Fig. 1: run 1, sizing map
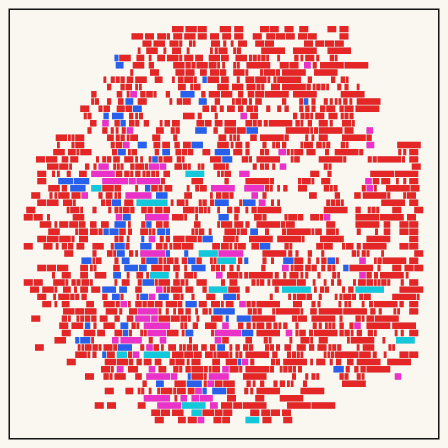
Fig. 2: run 1, placement by cell class
The bar under the picture is 50 µm long.
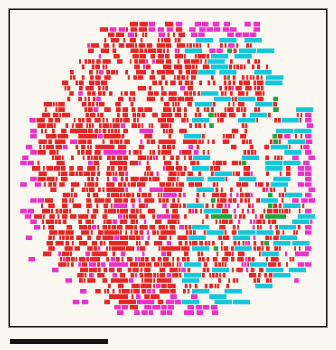
Fig. 3: run 1, routing congestion
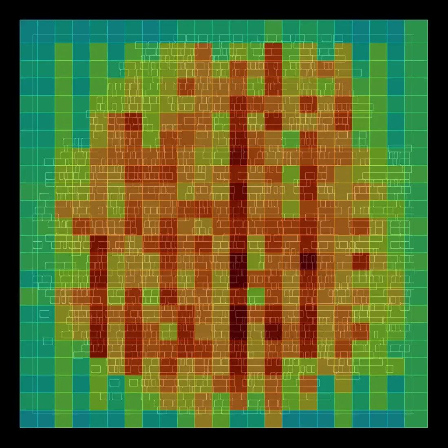
Fig. 4: run 1, wires at chosen ports, followed through buffers
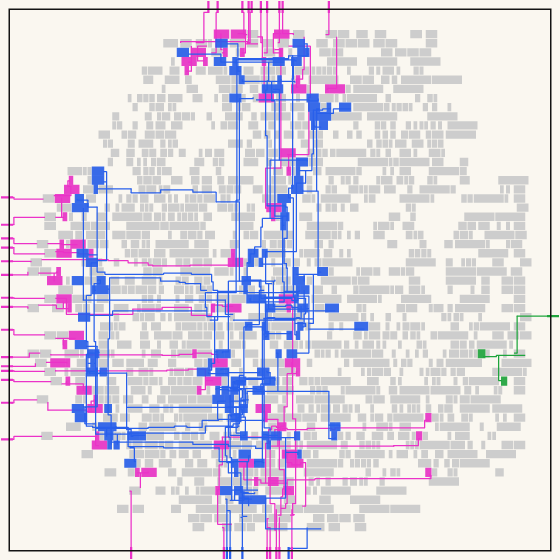
===== src/rtl/alu_exec_unit.sv =====
// Valid/ready ALU execution unit with iterative shifts and registered result/flags {ZF,CF,OF,SF}.
// Define ALU_MUL_EN to build the sequential shift-add multiplier for opcode B; otherwise B is illegal.
module alu_exec_unit #(
    parameter int WIDTH = 32,
    parameter int OPW   = 4
) (
    input  logic             clk,
    input  logic             rst_n,
    input  logic             in_valid,
    output logic             in_ready,
    input  logic [WIDTH-1:0] a,
    input  logic [WIDTH-1:0] b,
    input  logic [OPW-1:0]   op,
    output logic             out_valid,
    input  logic             out_ready,
    output logic [WIDTH-1:0] result,
    output logic [3:0]       flags,
    output logic             err
);
    localparam int SW = $clog2(WIDTH);
    localparam int CW = SW + 1;

    localparam logic [1:0] S_IDLE  = 2'd0;
    localparam logic [1:0] S_SHIFT = 2'd1;
`ifdef ALU_MUL_EN
    localparam logic [1:0] S_MUL   = 2'd2;
`endif
    localparam logic [1:0] S_DONE  = 2'd3;

    localparam logic [OPW-1:0] OP_AND  = OPW'(0);
    localparam logic [OPW-1:0] OP_OR   = OPW'(1);
    localparam logic [OPW-1:0] OP_XOR  = OPW'(2);
    localparam logic [OPW-1:0] OP_NOR  = OPW'(3);
    localparam logic [OPW-1:0] OP_ADD  = OPW'(4);
    localparam logic [OPW-1:0] OP_SUB  = OPW'(5);
    localparam logic [OPW-1:0] OP_SLT  = OPW'(6);
    localparam logic [OPW-1:0] OP_SLTU = OPW'(7);
    localparam logic [OPW-1:0] OP_SLL  = OPW'(8);
    localparam logic [OPW-1:0] OP_SRL  = OPW'(9);
    localparam logic [OPW-1:0] OP_SRA  = OPW'(10);
    localparam logic [OPW-1:0] OP_MUL  = OPW'(11);

    logic [1:0]       state;
    logic [WIDTH-1:0] acc;
    logic [CW-1:0]    cnt;
    logic [1:0]       sh_kind;

    logic [SW-1:0]    shamt;
    logic             is_shift;
    logic             use_sub;
    logic [WIDTH-1:0] b_eff;
    logic [WIDTH:0]   sum;
    logic             add_of;
    logic [WIDTH-1:0] alu_res;
    logic             alu_cf;
    logic             alu_of;
    logic             alu_err;
    logic [3:0]       alu_flags;
    logic [WIDTH-1:0] sh_val;
    logic             sh_cf;

    assign shamt     = b[SW-1:0];
    assign in_ready  = (state == S_IDLE);
    assign out_valid = (state == S_DONE);
    assign is_shift  = (op == OP_SLL) || (op == OP_SRL) || (op == OP_SRA);

    // One shared adder: SUB, SLT and SLTU all evaluate a + ~b + 1.
    always_comb begin
        use_sub   = (op == OP_SUB) || (op == OP_SLT) || (op == OP_SLTU);
        b_eff     = use_sub ? ~b : b;
        sum       = {1'b0, a} + {1'b0, b_eff} + {{WIDTH{1'b0}}, use_sub};
        add_of    = (a[WIDTH-1] == b_eff[WIDTH-1]) && (sum[WIDTH-1] != a[WIDTH-1]);
        alu_res   = '0;
        alu_cf    = 1'b0;
        alu_of    = 1'b0;
        alu_err   = 1'b0;
        case (op)
            OP_AND:  alu_res = a & b;
            OP_OR:   alu_res = a | b;
            OP_XOR:  alu_res = a ^ b;
            OP_NOR:  alu_res = ~(a | b);
            OP_ADD: begin
                alu_res = sum[WIDTH-1:0];
                alu_cf  = sum[WIDTH];
                alu_of  = add_of;
            end
            OP_SUB: begin
                alu_res = sum[WIDTH-1:0];
                alu_cf  = ~sum[WIDTH];
                alu_of  = add_of;
            end
            OP_SLT:  alu_res = {{(WIDTH-1){1'b0}}, sum[WIDTH-1] ^ add_of};
            OP_SLTU: alu_res = {{(WIDTH-1){1'b0}}, ~sum[WIDTH]};
            OP_SLL, OP_SRL, OP_SRA: alu_res = a;
`ifdef ALU_MUL_EN
            OP_MUL:  alu_res = '0;
`endif
            default: alu_err = 1'b1;
        endcase
        alu_flags = alu_err ? 4'b0000
                            : {alu_res == '0, alu_cf, alu_of, alu_res[WIDTH-1]};
    end

    always_comb begin
        case (sh_kind)
            2'd0: begin
                sh_val = {acc[WIDTH-2:0], 1'b0};
                sh_cf  = acc[WIDTH-1];
            end
            2'd1: begin
                sh_val = {1'b0, acc[WIDTH-1:1]};
                sh_cf  = acc[0];
            end
            default: begin
                sh_val = {acc[WIDTH-1], acc[WIDTH-1:1]};
                sh_cf  = acc[0];
            end
        endcase
    end

`ifdef ALU_MUL_EN
    logic [WIDTH-1:0] mul_hi;
    logic [WIDTH-1:0] mcand;
    logic [WIDTH:0]   mul_sum;
    logic [WIDTH-1:0] mul_hi_next;
    logic [WIDTH-1:0] mul_lo_next;
    logic             mul_hi_nz;

    // acc holds the low product half; multiplier bits are consumed from its LSB.
    always_comb begin
        mul_sum     = {1'b0, mul_hi} + (acc[0] ? {1'b0, mcand} : {(WIDTH+1){1'b0}});
        mul_hi_next = mul_sum[WIDTH:1];
        mul_lo_next = {mul_sum[0], acc[WIDTH-1:1]};
        mul_hi_nz   = (mul_hi_next != '0);
    end
`endif

    always_ff @(posedge clk or negedge rst_n) begin
        if (!rst_n) begin
            state   <= S_IDLE;
            acc     <= '0;
            cnt     <= '0;
            sh_kind <= 2'd0;
            result  <= '0;
            flags   <= 4'b0000;
            err     <= 1'b0;
`ifdef ALU_MUL_EN
            mul_hi  <= '0;
            mcand   <= '0;
`endif
        end else begin
            case (state)
                S_IDLE: begin
                    if (in_valid) begin
                        if (is_shift && (shamt != '0)) begin
                            acc     <= a;
                            cnt     <= {1'b0, shamt};
                            sh_kind <= op[1:0];
                            state   <= S_SHIFT;
`ifdef ALU_MUL_EN
                        end else if (op == OP_MUL) begin
                            acc    <= b;
                            mcand  <= a;
                            mul_hi <= '0;
                            cnt    <= CW'(WIDTH);
                            state  <= S_MUL;
`endif
                        end else begin
                            result <= alu_res;
                            flags  <= alu_flags;
                            err    <= alu_err;
                            state  <= S_DONE;
                        end
                    end
                end
                S_SHIFT: begin
                    acc <= sh_val;
                    cnt <= cnt - CW'(1);
                    if (cnt == CW'(1)) begin
                        result <= sh_val;
                        flags  <= {sh_val == '0, sh_cf, 1'b0, sh_val[WIDTH-1]};
                        err    <= 1'b0;
                        state  <= S_DONE;
                    end
                end
`ifdef ALU_MUL_EN
                S_MUL: begin
                    acc    <= mul_lo_next;
                    mul_hi <= mul_hi_next;
                    cnt    <= cnt - CW'(1);
                    if (cnt == CW'(1)) begin
                        result <= mul_lo_next;
                        flags  <= {mul_lo_next == '0, mul_hi_nz, mul_hi_nz, mul_lo_next[WIDTH-1]};
                        err    <= 1'b0;
                        state  <= S_DONE;
                    end
                end
`endif
                S_DONE: begin
                    if (out_ready) begin
                        state <= S_IDLE;
                    end
                end
                default: state <= S_IDLE;
            endcase
        end
    end

endmodule


===== config.mk =====
export PLATFORM = sky130hd
export DESIGN_NAME = alu_exec_unit
export DESIGN_NICKNAME = d
export VERILOG_FILES = /design/src/rtl/alu_exec_unit.sv
export SDC_FILE = /design/constraint.sdc
export NUM_CORES = 1
export LEC_CHECK = 0
export CORE_MARGIN = 5
export CORE_UTILIZATION = 40
export CTS_BUF_LIST = sky130_fd_sc_hd__clkbuf_4
export CTS_CLUSTER_DIAMETER = 50
export DETAILED_ROUTE_END_ITERATION = 12
export GPL_TIMING_DRIVEN = 0
export PLACE_DENSITY = 0.69
export SLEW_MARGIN = 20
export SYNTH_ARGS = -nofsm -noshare
export SYNTH_HDL_FRONTEND = slang
export SYNTH_SLANG_ARGS = --single-unit

===== constraint.sdc =====
create_clock -name clk -period 3.81 [get_ports clk]
set_clock_uncertainty 0.05 [all_clocks]
set_input_delay 0.762 -clock clk [delete_from_list [all_inputs] [get_ports clk]]
set_output_delay 0.762 -clock clk [all_outputs]
set_load 0.01 [all_outputs]

==> GITHUB_STEP_SUMMARY, run 1 <==
### Metrics collected by this job

| Metric | Value |
|---|---|
| Placed cell count | `roughly 1600` |
| Syn Nets | `1374` |
| CTS resizes | `between 60 and 70` |
| Cts hold-fix bufs | `0` |
| GRT Residual Overflow | `0` |
| Mux frac, synth | `approximately 8.6%` |
| Top cells by count | `nand2_1, a21oi_1, o21ai_0, ha_1, nor2_1` |
| Largest net degree at the start of global routing | `approximately 45` |
| OpenROAD warning count | `around 64` |
| Max-area cell share | `a little over a fifth` |
| Max incr delay on CP | `600 ps` |
| Register area share after synthesis | `21.71%` |
| Final std cells w/o fill | `about 1600` |
| Synthesized area | `between 0.009 and 0.01 mm²` |
| CTS Sinks | `79` |
| Setup violations, final | `4` |
| Final WS setup | `-321.7 ps` |
| Max-Cap Viols | `0` |
| Flops after synth | `slightly below 80` |
| Pwr dens | `approximately 530 mW/mm²` |
| Failing checks | `setup timing` |
| Status | `finished, violations left` |
| Clk slew on worst S/H paths | `150 ps` |
| Die width | `160.9 µm` |
| CP bufs+invs | `3` |
| Fmax | `between 200 and 250 MHz` |
| Top-count cell post-synth | `nand2_1` |
| Fillers | `2154` |
| Commonest Layout Cell | `nand2_1` |
| Top cells by area, synth | `dfrtp_1, ha_1, mux2i_1` |
| First-pass GRT wire length | `about 55000 µm` |
About Fig. 1:
| size | color | cells | share | most used |
|---|---|---|---|---|
| drive 3 to 4 | magenta | 72 | 5.3% | buf_4 |
| drive 1 or less | red | 1185 | 87% | nand2_1 |
| drive 6 and up | cyan | 15 | 1.1% | buf_12 |
| drive 2 | blue | 85 | 6.3% | a21oi_2 |
Area Overhead vs Synth: 28.51%
Repair and plain buffers: 215
Final WS setup: -321.7 ps

About Fig. 2:
| class | color | cells |
|---|---|---|
| clock drivers and dummy loads | green | 16 |
| all other logic | red | 1047 |
| flip-flops | cyan | 79 |
| other buffers and delay cells | magenta | 215 |
Finished Cell Area: 0.01170 mm²
Core Box Area: 0.02250 mm²
fraction of area in registers: 16.89%
num rows: 55
Core Util, Final: 52.00%

About Fig. 3:
met2 Use GR: 43.05%
GRT met1 Usage: 36.04%
global routing usage on met3: 5.568%
gr busiest metal: met2

About Fig. 4:
| port | color | bits | direction | edge | end cells | buffers | wire |
|---|---|---|---|---|---|---|---|
| out_ready | green | 1 | input | right | 2 | 1 | 42.6 µm |
| b | magenta | 32 | input | 15 left, 10 top, 7 bottom | 71 | 32 | 1360 µm |
| op | blue | 4 | input | bottom | 127 | 19 | 2500 µm |
IO buf count: 108
I/O Pins: 111

## run 1: metrics by stage
step | area (µm²) | hold WS [ps] | setup TNS (ps) | power [W] | utilization, %
floorplan | 9244 | 415.3 | -581.8 | 0.003907 | -
global placement | 10680 | 399.7 | -100220 | 0.005340 | 47.47
detailed placement | 10700 | 405.6 | -26840 | 0.005404 | 47.57
CTS | 11310 | 170.5 | -282.8 | 0.006102 | 50.28
global route | 11700 | 195.5 | -1055 | 0.006711 | 52.00
finish | 11700 | 184.0 | -641.8 | 0.006255 | 52.00
## run 1: report_power, final
| part | internal [W] | total, W | switching [W] |
|---|---|---|---|
| Sequential | 0.00125 | 0.00154 | 0.000292 |
| Combinational | 0.00162 | 0.00411 | 0.00250 |
| Clock | 0.000266 | 0.000599 | 0.000332 |
| Total | 0.00313 | 0.00625 | 0.00312 |
## run 1: flip-flops by register name, summed over array words and instances (netlist names)
name	flops
result	32
err	1
cnt	6
state	2
acc	32
sh_kind	2
flags	4
## run 1: cell type report
type,count,area (µm²),share of cell area (%)
Inverter,90,337.8,2.887
Clock buffer,9,67.56,0.5774
Clock inverter,7,97.59,0.8340
Timing Repair Buffer,145,1450,12.39
Antenna cell,1,2.502,0.02139
Buffer,70,357.8,3.058
Tap cell,285,356.6,3.047
Multi-Input combinational cell,957,7054,60.29
Sequential cell,79,1977,16.89
## run 1: path summary, 6_finish.rpt
check                                  end  slack (ps)  cells past startpoint
worst min register to register  result[23]         430                      2
worst min-delay path                acc[0]         180                      1
min in group clk                result[23]         430                      2
max in group asynchronous          acc[27]        2900                      2
worst max register to register    flags[3]         710                     10
worst max-delay path              flags[3]        -320                     17
## run 1: routing by layer
layer | track usage, % | wire length [µm]
met4 | 10.39 | 1455
met2 | 43.05 | 16390
met1 | 36.04 | 15350
met5 | 0 | 0
met3 | 5.568 | 3232
==> inputs of run 2 (changes only) <==
--- a/config.mk
+++ b/config.mk
@@ -12,7 +12,6 @@
 export DETAILED_ROUTE_END_ITERATION = 12
 export GPL_TIMING_DRIVEN = 0
 export PLACE_DENSITY = 0.69
-export SLEW_MARGIN = 20
 export SYNTH_ARGS = -nofsm -noshare
 export SYNTH_HDL_FRONTEND = slang
 export SYNTH_SLANG_ARGS = --single-unit
==> constraint.sdc (replaced) <==
create_clock -name clk -period 4.85 [get_ports clk]
set_clock_uncertainty 0.05 [all_clocks]
set_input_delay 0.97 -clock clk [delete_from_list [all_inputs] [get_ports clk]]
set_output_delay 0.97 -clock clk [all_outputs]
set_load 0.01 [all_outputs]
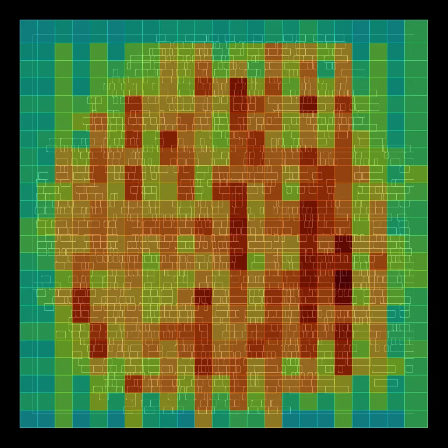
Fig. 5. Routing congestion (run 2).
Core Util, Final: 48.82%
global routing usage on met3: 3.464%
overall routing resource usage: 26.57%
WL per Instance: 22.14 µm

==> run 2 against run 1 <==
  * The run now ends clean
  * Wire length shrank 1.7%
  * Design area shrank 6.1%
  * Hold slack gained 110 ps
  * Via count shrank 1.7%
  * First-iteration DRC count shrank 15%
  * Die area is the same
  * Critical path type unchanged
  * Critical endpoint unchanged
  * Largest power group unchanged
  * Highest routed layer unchanged
==> GITHUB_STEP_SUMMARY, run 2 <==
### Metrics collected by this job

| Metric | Value |
|---|---|
| Status | `finished clean` |
| Finished Cell Area | `0.01099 mm² (-6.1%)` |
| I/O Pins | `111 (unchanged)` |
| Clock share of power | `10.6% (+1.0 points)` |
| Top cells by count | `nand2_1, a21oi_1, o21ai_0, ha_1, nor2_1` |
| Max-Cap Viols | `0 (unchanged)` |
| Core Box Area | `0.02250 mm² (unchanged)` |
| Pwr dens | `438.5 mW/mm² (-18%)` |
| Worst hold margin | `297.2 ps (+113.2 ps)` |
| Power Internal | `0.002442 W (-22%)` |
| Flops after synth | `79 (unchanged)` |
| Biggest regs | `acc x32, result x32, cnt x6` |
| Mux frac, synth | `8.575% (unchanged)` |
| Largest net degree at the start of global routing | `65 (+44%)` |
| Top-count cell post-synth | `nand2_1` |
| GRT Residual Overflow | `0 (unchanged)` |
| Sw frac | `49.30% (-0.60 points)` |
| Final std cells w/o fill | `1617 (-1.6%)` |
| NetSw | `0.002375 W (-24%)` |
| Gr busiest metal | `met2` |
| P_clk | `0.000510 W (-15%)` |
| Final Total Pwr | `0.004817 W (-23%)` |
| Top Consumer | `combinational cells` |
| Num rows | `55 (unchanged)` |
| Clk slew on worst S/H paths | `130 ps (-20 ps)` |
| Sequential power share | `25.3% (+0.6 points)` |
| Met2 Use GR | `43.30% (+0.25 points)` |
| Commonest Layout Cell | `nand2_1` |
| Synthesized area | `0.009105 mm² (unchanged)` |
| Max incr delay on CP | `540 ps (-60 ps)` |
| Setup TNS after final layout | `0 ps (+641.8 ps)` |
| Seq group | `0.00122 W (-21%)` |
| IO buf count | `108 (unchanged)` |
| First-pass GRT wire length | `53860 µm (-1.5%)` |
| OpenROAD warning count | `61 (-4.7%)` |
| Max-area cell share | `21.71% (unchanged)` |
| Cts hold-fix bufs | `0 (unchanged)` |
| Setup violations, final | `0 (-4)` |
| Post-Place Cell Area | `0.01058 mm² (-1.2%)` |
| GRT met1 Usage | `36.59% (+0.55 points)` |
| Combinational power | `0.00309 W (-25%)` |
| Syn Nets | `1374 (unchanged)` |
| Area Overhead vs Synth | `20.65%` |
[run 2: cell counts after synthesis]
Identical to the previous run, type by type.
[run 2: metal layers]
layer | part of all wire [%] | up-vias
li1 | - | 4606
met1 | 43 | 4764
met2 | 46 | 475
met3 | 8.3 | 59
met4 | 2.8 | 0
met5 | 0 | -
[run 2: timing repair]
action,in CTS,in global routing
gates cloned,0,0
pin swaps,8,8
gates resized,21,26
setup buffers,6,4
setup endpoints to repair,15,4
[run 2: worst paths after layout]
path	to	start	cells past startpoint	slack (ps)
worst max-delay path	flags[3]	op[0]	17	80
worst min-delay path	err	rst_n	1	300
worst max register to register	flags[3]	state[1]	10	1670
worst min register to register	result[23]	result[23]	2	430
max in group asynchronous	acc[27]	rst_n	2	3860
min in group clk	result[23]	result[23]	2	430
[run 2: logic make-up (layout without fill, tap and decap cells)]
| kind of cell | count (synthesis) | after routing |
|---|---|---|
| adder cells (fa/ha/maj) | 100 | 100 |
| other | 0 | 1 |
| flip-flops | 79 | 79 |
| AND-OR/OR-AND | 384 | 384 |
| multiplexers | 77 | 77 |
| XOR/XNOR | 47 | 47 |
| AND/OR/NAND/NOR | 349 | 349 |
| buffers and inverters | 166 | 295 |
[run 2: layout make-up]
cell class              instances  area [µm²]
diodes                          1       2.502
fillers                      2238       11520
flip-flops and latches         79        1977
inverters                      90       337.8
repair buffers                119        1180
plain buffers                  71       307.8
well taps                     285       356.6
clock buffers                  11       82.58
clock inverters                 4       95.09
multi-input cells             957        6646
[run 2: worst max-delay path, delay by kind of cell]
kind / cells / cell delay, ps
AND-OR/OR-AND: 2 / 480
XOR/XNOR: 1 / 200
adder cells (fa/ha/maj): 1 / 360
buffers and inverters: 3 / 700
AND/OR/NAND/NOR: 10 / 2370
==> inputs of run 3 (changes only) <==
--- a/config.mk
+++ b/config.mk
@@ -5,7 +5,7 @@
 export SDC_FILE = /design/constraint.sdc
 export NUM_CORES = 1
 export LEC_CHECK = 0
-export CORE_MARGIN = 5
+export CORE_MARGIN = 2
 export CORE_UTILIZATION = 40
 export CTS_BUF_LIST = sky130_fd_sc_hd__clkbuf_4
 export CTS_CLUSTER_DIAMETER = 50
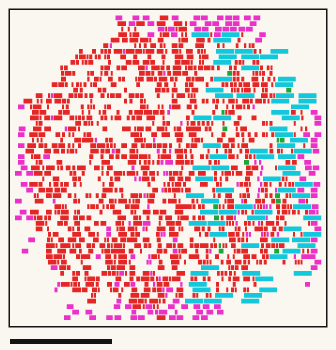
Fig. 6. Placement by cell class (run 3).
The bar under the picture is 50 µm long.
| class | color | cells |
|---|---|---|
| clock drivers and dummy loads | green | 14 |
| flip-flops | cyan | 79 |
| other buffers and delay cells | magenta | 193 |
| all other logic | red | 1047 |
fraction of area in registers: 18.13%
Core Util, Final: 48.46%
Finished Cell Area: 0.01091 mm²

==> run 3 against run 2 <==
  * Final cell count grew 0.12%
  * Non-clock buffer count up 3
  * First-iteration DRC count fell by 6.0%
  * Power shrank 4.0%
  * Critical path depth shrank 1
  * Clock power shrank 36%
  * Setup slack better by 59 ps
  * Combinational power about the same
  * Critical path type unchanged
==> GITHUB_STEP_SUMMARY, run 3 <==
### Metrics collected by this job

| Metric | Value |
|---|---|
| Logic area | `0.006653 mm² (about the same)` |
| OpenROAD warning count | `61 (unchanged)` |
| Cts hold-fix bufs | `0 (unchanged)` |
| Flops after synth | `79 (unchanged)` |
| Gr busiest metal | `met2` |
| Setup violations, final | `0 (unchanged)` |
| Global routing usage on met3 | `4.318% (+0.85 points)` |
| Status | `finished clean` |
| Max-Cap Viols | `0 (unchanged)` |
| Area occupied by registers | `0.001977 mm² (unchanged)` |
| Commonest Layout Cell | `nand2_1` |
| Final std cells w/o fill | `1619 (+0.12%)` |
| CP bufs+invs | `2 (-1)` |
| Core Box Area | `0.02250 mm² (unchanged)` |
| Max-area cell share | `21.71% (unchanged)` |
| Max layer used | `met4` |
| Clk slew on worst S/H paths | `110 ps (-20 ps)` |
| WL per Instance | `21.99 µm (-0.68%)` |
| Met3 WL post-DR | `2901 µm (-2.1%)` |
| Top-count cell post-synth | `nand2_1` |
-- run 3: worst paths after layout --
kind	start	end	slack, ps	cells past startpoint
hold / removal	rst_n	result[4]	430	1
hold reg to reg	result[4]	result[4]	430	2
setup / recovery	op[3]	flags[3]	140	16
min in group clk	result[4]	result[4]	430	2
setup reg to reg	state[1]	flags[3]	1760	10
max in group asynchronous	rst_n	acc[24]	3730	2
-- run 3: cells by family (layout without fill, tap and decap cells) --
group	Yosys count	after routing	synth area share (%)
AND-OR/OR-AND	384	384	26.34
AND/OR/NAND/NOR	349	349	18.07
buffers and inverters	166	297	6.954
adder cells (fa/ha/maj)	100	100	13.82
flip-flops	79	79	21.71
multiplexers	77	77	8.575
XOR/XNOR	47	47	4.521
other	0	1	0
-- run 3: final cells by class --
cell class / instances / share of cell area (%)
Antenna cell: 1 / 0.02295
Buffer: 74 / 2.834
Clock buffer: 11 / 0.7572
Clock inverter: 3 / 0.1147
Inverter: 90 / 3.098
Multi-Input combinational cell: 957 / 61.00
Sequential cell: 79 / 18.13
Tap cell: 285 / 3.270
Timing Repair Buffer: 119 / 10.77
-- run 3: metrics by stage --
stage / setup TNS [ps] / setup slack [ps]
2_1_floorplan: 0 / 23.84
3_3_place_gp: -23680 / -1363
3_5_place_dp: -18820 / -1405
4_1_cts: 0 / 4.587
5_1_grt: 0 / 49.24
6_report: 0 / 139.0
-- run 3: power by group --
group,total [W],internal [W],switching [W]
Clock,0.000327,0.000107,0.000220
Sequential,0.00122,0.000983,0.000238
Combinational,0.00308,0.00119,0.00189
-- run 3: timing repair --
action                                  CTS  global route
buffers inserted                          7             3
pin swaps                                 6             8
resized                                  19            28
endpoints found under the setup margin   19             6
Power and IR drop assume default switching activity.
